==> run_1/m2.png <==
Drawn at 6 px/µm.
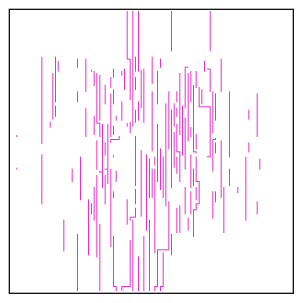
==> run_1/layers.png <==
Drawn at 8 px/µm.
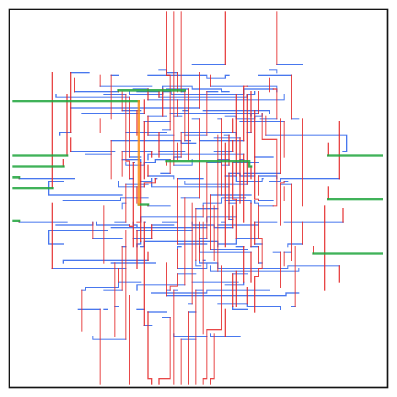
==> run_1/floorplan.png <==
Drawn at 8 px/µm. Pins as bars on the die edge. Tap cells in gray.
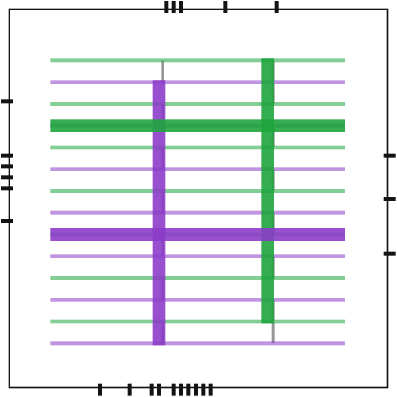
File: config.mk
export PLATFORM = sky130hd
export DESIGN_NAME = pri_arb_encoder
export DESIGN_NICKNAME = d
export VERILOG_FILES = /design/src/rtl/pri_arb_encoder.sv
export SDC_FILE = /design/constraint.sdc
export NUM_CORES = 1
export LEC_CHECK = 0
export CORE_MARGIN = 5
export CORE_UTILIZATION = 43
export CTS_BUF_LIST = sky130_fd_sc_hd__clkbuf_4
export CTS_CLUSTER_SIZE = 14
export DETAILED_ROUTE_END_ITERATION = 8
export PLACE_DENSITY = 0.8
export SLEW_MARGIN = 20
export SYNTH_ARGS = -nofsm -noshare
export SYNTH_HDL_FRONTEND = slang
export SYNTH_SLANG_ARGS = --single-unit
File: constraint.sdc
create_clock -name clk -period 1.61 [get_ports clk]
set_input_delay 0.322 -clock clk [delete_from_list [all_inputs] [get_ports clk]]
set_output_delay 0.322 -clock clk [all_outputs]
set_load 0.02 [all_outputs]
File: src/rtl/pri_arb_encoder.sv
// Registered priority encoder/arbiter: reduces a request vector to one winner
// (index + one-hot) under fixed or round-robin priority, with a valid/ready output.
module pri_arb_encoder #(
  parameter int N    = 8,
  parameter int MODE = 0,
  localparam int W   = $clog2(N)
) (
  input  logic         clk,
  input  logic         rst_n,
  input  logic [N-1:0] din,
  output logic [W-1:0] dout,
  output logic         dout_valid,
  input  logic         dout_ready,
  output logic [N-1:0] grant,
  output logic         busy
);

  localparam logic [W-1:0] LAST = W'(N - 1);

  typedef enum logic {IDLE, HOLD} state_t;

  state_t       state;
  logic [W-1:0] ptr;
  logic [W-1:0] ptr_adv;
  logic [W-1:0] start;
  logic         win_found;
  logic [W-1:0] win_idx;
  logic [N-1:0] win_onehot;

  // Pointer after accepting the current winner: one below it, wrapping to N-1.
  always_comb begin
    ptr_adv = (dout == '0) ? LAST : dout - 1'b1;
  end

  always_comb begin
    if (MODE == 0) begin
      start = LAST;
    end else if (state == HOLD) begin
      start = ptr_adv;
    end else begin
      start = ptr;
    end
  end

  // Search start, start-1, ..., 0, N-1, ..., start+1; first set request wins.
  always_comb begin
    logic [W-1:0] idx;
    win_found  = 1'b0;
    win_idx    = '0;
    win_onehot = '0;
    idx        = '0;
    for (int i = 0; i < N; i++) begin
      if (i > int'(start)) begin
        idx = start + W'(N - i);
      end else begin
        idx = start - W'(i);
      end
      if (!win_found && din[idx]) begin
        win_found       = 1'b1;
        win_idx         = idx;
        win_onehot[idx] = 1'b1;
      end
    end
  end

  always_ff @(posedge clk or negedge rst_n) begin
    if (!rst_n) begin
      state      <= IDLE;
      dout       <= '0;
      grant      <= '0;
      dout_valid <= 1'b0;
      ptr        <= LAST;
    end else begin
      case (state)
        IDLE: begin
          if (win_found) begin
            dout       <= win_idx;
            grant      <= win_onehot;
            dout_valid <= 1'b1;
            state      <= HOLD;
          end
        end
        HOLD: begin
          if (dout_ready) begin
            ptr <= ptr_adv;
            if (win_found) begin
              dout  <= win_idx;
              grant <= win_onehot;
            end else begin
              dout       <= '0;
              grant      <= '0;
              dout_valid <= 1'b0;
              state      <= IDLE;
            end
          end
        end
        default: begin
          state <= IDLE;
        end
      endcase
    end
  end

  assign busy = dout_valid & ~dout_ready;

endmodule

==> results.yml, run 1 <==
# yosys + openroad results
outcome:
  outcome: "finished with violations"
  failed_checks: "setup timing"
sta:
  setup_violations: 1
  max_slew_margin_pct: 82.1
  finalMaxSlewViolations: 0
  hold_viol: 0
  fin_crit_ns: 1.62
  finalCritPeriodShare_pct: 101
  worst_pin_slew_ns: 0.266
  layout_setup_ws_ns: -0.0131
synthesis:
  xor_share_pct: 0
  ys_sh_mux_pct: 0
  ys_top_logic_family: "AND-OR/OR-AND gates"
  synth_seq_share_pct: 55.0
  yosysChipArea_um2: 592
  ys_cells: 50
  ys_warn_count: 0
  floorplan.nets: 61
  synthCells: 50
  simple_gate_area_share_pct: 14.6
  synth_flops: 13
  mappedNetlistArea_um2: 592
final_layout:
  regArea_um2: 325
  nets: 105
  fin_util_pct: 78.2
  combGateArea_um2: 253
  final_cells: 108
  syn_to_final_growth_pct: 71.9
  fill_cells: 90
routing:
  wl_met3_um: 77
  routed.top_layer: "met4"
  drcViolationCount: 0
  met2_length_um: 786
floorplan:
  coreArea_um2: 1300
  dieArea_um2: 2220
global_routing:
  overflow: 0
  grt_pass1_wl_um: 2780
  grt_max_degree: 14
setup_path:
  worstReg2RegStart: "state"
  cp-end-kind: "register"
  path_class: "primary input to register"
  required_ns: 1.77
  r2r_slack_ns: 0.31
run:
  drv_cap: 0
placement:
  dp_hpwl_um: 1300
cts:
  insertion_delay_ns: 0.27
  cts_max_path_buffers: 2
  htreeDepth: 1
  clock_sinks: 13
min_path:
  hp-class: "primary input to async pin"
Back to the opening pictures, m2.png:
nets with wire on the layer	97
main direction	vertical
wire length on this layer	786 µm
share of all routed wire	49%
Vias: 581
routed wire length: 1610 µm
met2 usage: 27.6%

Back to the opening pictures, layers.png:
color	layer	wire length
orange	M4	12.9 µm
blue	M1	732 µm
green	M3	77.3 µm
red	M2	786 µm
drt wl/cell: 14.9 µm
GRT Util Overall: 18.4%

Back to the opening pictures, floorplan.png:
color	net
purple	VSS
green	VDD
met1 rails	14
met5 straps	2
met4 straps	2
rows	13
Die X: 47.1 µm
VDD IR max: 0.721 mV
Die H: 47.1 µm

[run 1: critical path: stages]
cell and delay (ns):
dlygate4sd2_1 0.25, or4_4 0.55, or4_4 0.43, a32o_1 0.24
[run 1: through the flow]
| step | setup TNS, ns | worst slack [ns] | hold slack (ns) |
|---|---|---|---|
| CTS | -0.000916 | -0.000916 | 0.341 |
| finish | -0.0131 | -0.0131 | 0.342 |
| detailed placement | -5.54 | -0.464 | 0.473 |
| floorplan | -0.114 | -0.114 | 0.0264 |
| global route | 0 | 0.00150 | 0.346 |
| global placement | -5.44 | -0.447 | 0.477 |
[run 1: where the power goes]
group / switching (µW) / leakage (µW) / internal, µW / total [µW]
clock network: 102 / 0.0000184 / 113 / 215
registers: 9.04 / 0.000160 / 343 / 352
logic: 82.3 / 0.000328 / 93.1 / 175
[run 1: Yosys cell counts (all sizes together)]
| master | instances | share of area, % |
|---|---|---|
| a21oi | 1 | 0.84 |
| nor3 | 2 | 1.7 |
| a32o | 6 | 10 |
| nor2b | 2 | 2.1 |
| nand2 | 2 | 1.3 |
| inv | 3 | 1.9 |
| o221ai | 1 | 1.5 |
| nor2 | 3 | 1.9 |
| or2 | 1 | 1.1 |
| a2bb2oi | 1 | 1.5 |
| or4 | 3 | 4.4 |
| a22o | 3 | 4.4 |
| o2bb2ai | 1 | 1.5 |
| or3 | 1 | 1.1 |
| buf | 2 | 1.7 |
| a211oi | 1 | 1.3 |
| o21ai | 1 | 0.84 |
| dfrtp | 13 | 55 |
| nand2b | 1 | 1.1 |
| o31ai | 2 | 4.9 |
[run 1: routing by layer]
metal	global-route usage (%)	vias up
met5	0	-
met2	27.6	13
met1	24.7	281
met3	4.60	2
met4	8.84	0
li1	-	285
[run 1: cells by family after synthesis]
family | count (synthesis)
compound gates | 17
simple gates | 15
flops | 13
buf+inv | 5
[run 1: sequential cells by signal (all words and copies together), names as in the netlist]
name,count
grant,8
state,1
dout,3
dout_valid,1
[run 1: worst max-delay path by stage]
stage	startpoint	endpoint
floorplan	din[5]	dout[0]
global placement	din[5]	grant[5]
detailed placement	din[5]	dout[0]
CTS	din[5]	dout[0]
global route	din[5]	dout[0]
finish	din[5]	dout[0]
[run 1: timing repair]
item,4_1_cts,5_1_grt
pin swaps,4,0
endpoints found under the setup margin,14,5
gates resized,12,5
cloned,0,0
[run 1: area by class of cell]
type	count	area share (%)
flip-flops and latches	13	32.0
inverters	3	1.11
repair buffers	41	37.3
clock buffers	4	2.95
multi-input cells	32	24.8
well taps	15	1.85
==> run 1 -> run 2 <==
--- a/config.mk
+++ b/config.mk
@@ -5,6 +5,7 @@
 export SDC_FILE = /design/constraint.sdc
 export NUM_CORES = 1
 export LEC_CHECK = 0
+export CAP_MARGIN = 20
 export CORE_MARGIN = 5
 export CORE_UTILIZATION = 43
 export CTS_BUF_LIST = sky130_fd_sc_hd__clkbuf_4
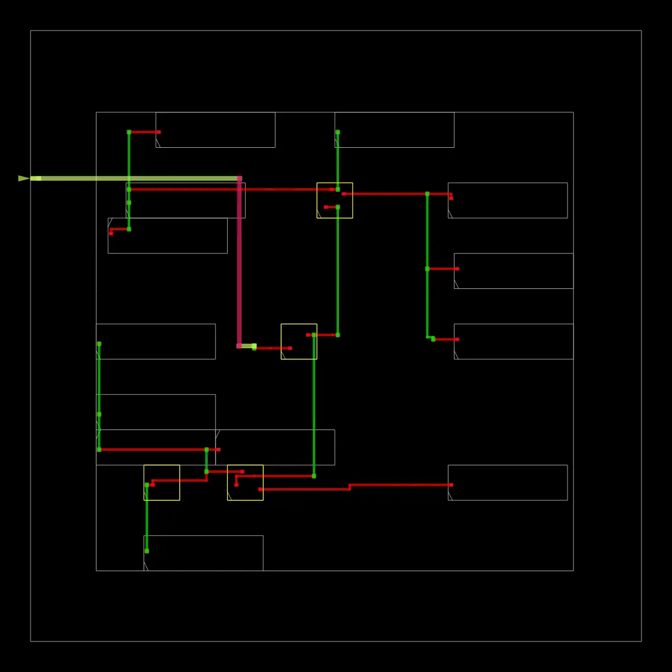
(run_2/clock_nets.png)
TritonCTS Buffers: 3
clk sinks: 13

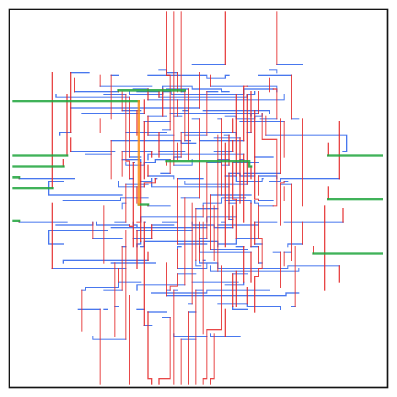
(run_2/layers.png)
Drawn at 8 px/µm.
color	layer	wire length
red	M2	786 µm
green	M3	77.3 µm
orange	M4	12.9 µm
blue	M1	732 µm

==> run 2 against run 1 <==
Net effect:
- the flow still finishes with violations (setup timing)
- via count stayed put
- maximum frequency unchanged
- synthesized cell count stayed put
- critical endpoint unchanged
==> results.yml, run 2 <==
# yosys + openroad results
global_routing:
  grt_pass1_wl_um: 2780
  gr-usage-all-layers_pct: 18.4
final_layout:
  nets: 105
  syn_to_final_growth_pct: 71.9
  fin_util_pct: 78.2
  fill_cells: 90
  reg_top3: "grant (8), dout (3)"
  largest_register_ffs: 8
floorplan:
  coreArea_um2: 1300
  dieArea_um2: 2220
  die_y_um: 47.1
sta:
  holdWs_ns: 0.342
  setup_violations: 1
  fin_crit_ns: 1.62
  layout_setup_ws_ns: -0.0131
  max_slew_margin_pct: 82.1
setup_path:
  critPathBufInv: 1
  cp-end-kind: "register"
  crit_chain: "dlygate4sd2_1, or4_4, or4_4, a32o_1"
  crit_top_cell: "or4_4"
outcome:
  failed_checks: "setup timing"
  outcome: "finished with violations"
synthesis:
  synthCells: 50
  synth_flops: 13
  yosysChipArea_um2: 592
  top_area_cell: "dfrtp_1"
  mappedNetlistArea_um2: 592
  async_reset_ff_share_pct: 100
  top_cell_area_share_pct: 55.0
min_path:
  hp-class: "primary input to async pin"
routing:
  wl_per_cell_um: 14.9
  totalWireLength_um: 1610
  drcViolationCount: 0
power_and_ir_drop:
  p_clk_share_pct: 29.0
  sw_frac_of_total_pct: 26.1
  intPower_uw: 549
  p_sw_uw: 193
  p_seq_share_pct: 47.4
cts:
  htreeDepth: 1
run:
  drv_cap: 0
placement:
  dp_hpwl_um: 1300
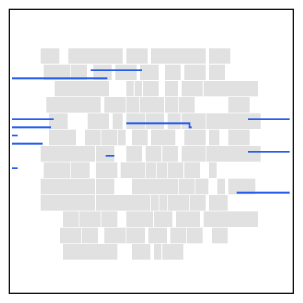
(run_2/m3.png)
Drawn at 6 px/µm. Cells faint in the background.
main direction	horizontal
nets with wire on the layer	11
share of all routed wire	4.8%
wire length on this layer	77.3 µm
longest straight run	15.6 µm

## run 2: through the flow
stage	cells	setup TNS, ns	setup slack (ns)
after floorplan	50	-0.114	-0.114
after global placement	104	-5.44	-0.447
after detailed placement	104	-5.54	-0.464
after CTS	108	-0.000916	-0.000916
after global routing	108	0	0.00150
final	108	-0.0131	-0.0131
## run 2: logic make-up after synthesis
group / synth area share (%)
buffers and inverters: 3.59
AOI/OAI and AO/OA: 26.9
DFF: 55.0
and+or+nand+nor: 14.6
## run 2: per-layer routing
metal / vias up / GRT usage (%) / share of wire (%)
met5: - / 0 / 0
met4: 0 / 8.84 / 0.75
met3: 2 / 4.60 / 4.8
met2: 13 / 27.6 / 49
met1: 281 / 24.7 / 45
li1: 285 / - / -
## run 2: timing repair
| item | in CTS | in global routing |
|---|---|---|
| setup endpoints to repair | 14 | 5 |
| gates resized | 12 | 5 |
| gates cloned | 0 | 0 |
| pin swaps | 4 | 0 |
| hold buffers | 0 | 0 |
## run 2: cell type report
type / count / share of cell area (%)
Clock buffer: 4 / 2.95
Inverter: 3 / 1.11
Multi-Input combinational cell: 32 / 24.8
Sequential cell: 13 / 32.0
Tap cell: 15 / 1.85
Timing Repair Buffer: 41 / 37.3
## run 2: power groups by stage
stage          logic, µW  registers (µW)  clock network, µW
6_report             175             352                215
5_1_grt              189             355                243
4_1_cts              178             353                222
3_5_place_dp         180             359                  0
3_3_place_gp         178             358                  0
2_1_floorplan       43.9             380                  0
## run 2: path summary, 6_finish.rpt
path                                from  endpoint  slack, ns  depth (start not counted)
worst min-delay path               rst_n  grant[0]       0.34                          2
worst max-delay path              din[5]   dout[0]      -0.01                          4
min in group clk                grant[2]  grant[2]       0.50                          1
max in group asynchronous          rst_n     state       1.11                          2
worst min register to register  grant[2]  grant[2]       0.50                          1
worst max register to register     state  grant[3]       0.31                          4
Power figures rest on the tool's default switching activity, not on a simulated workload.
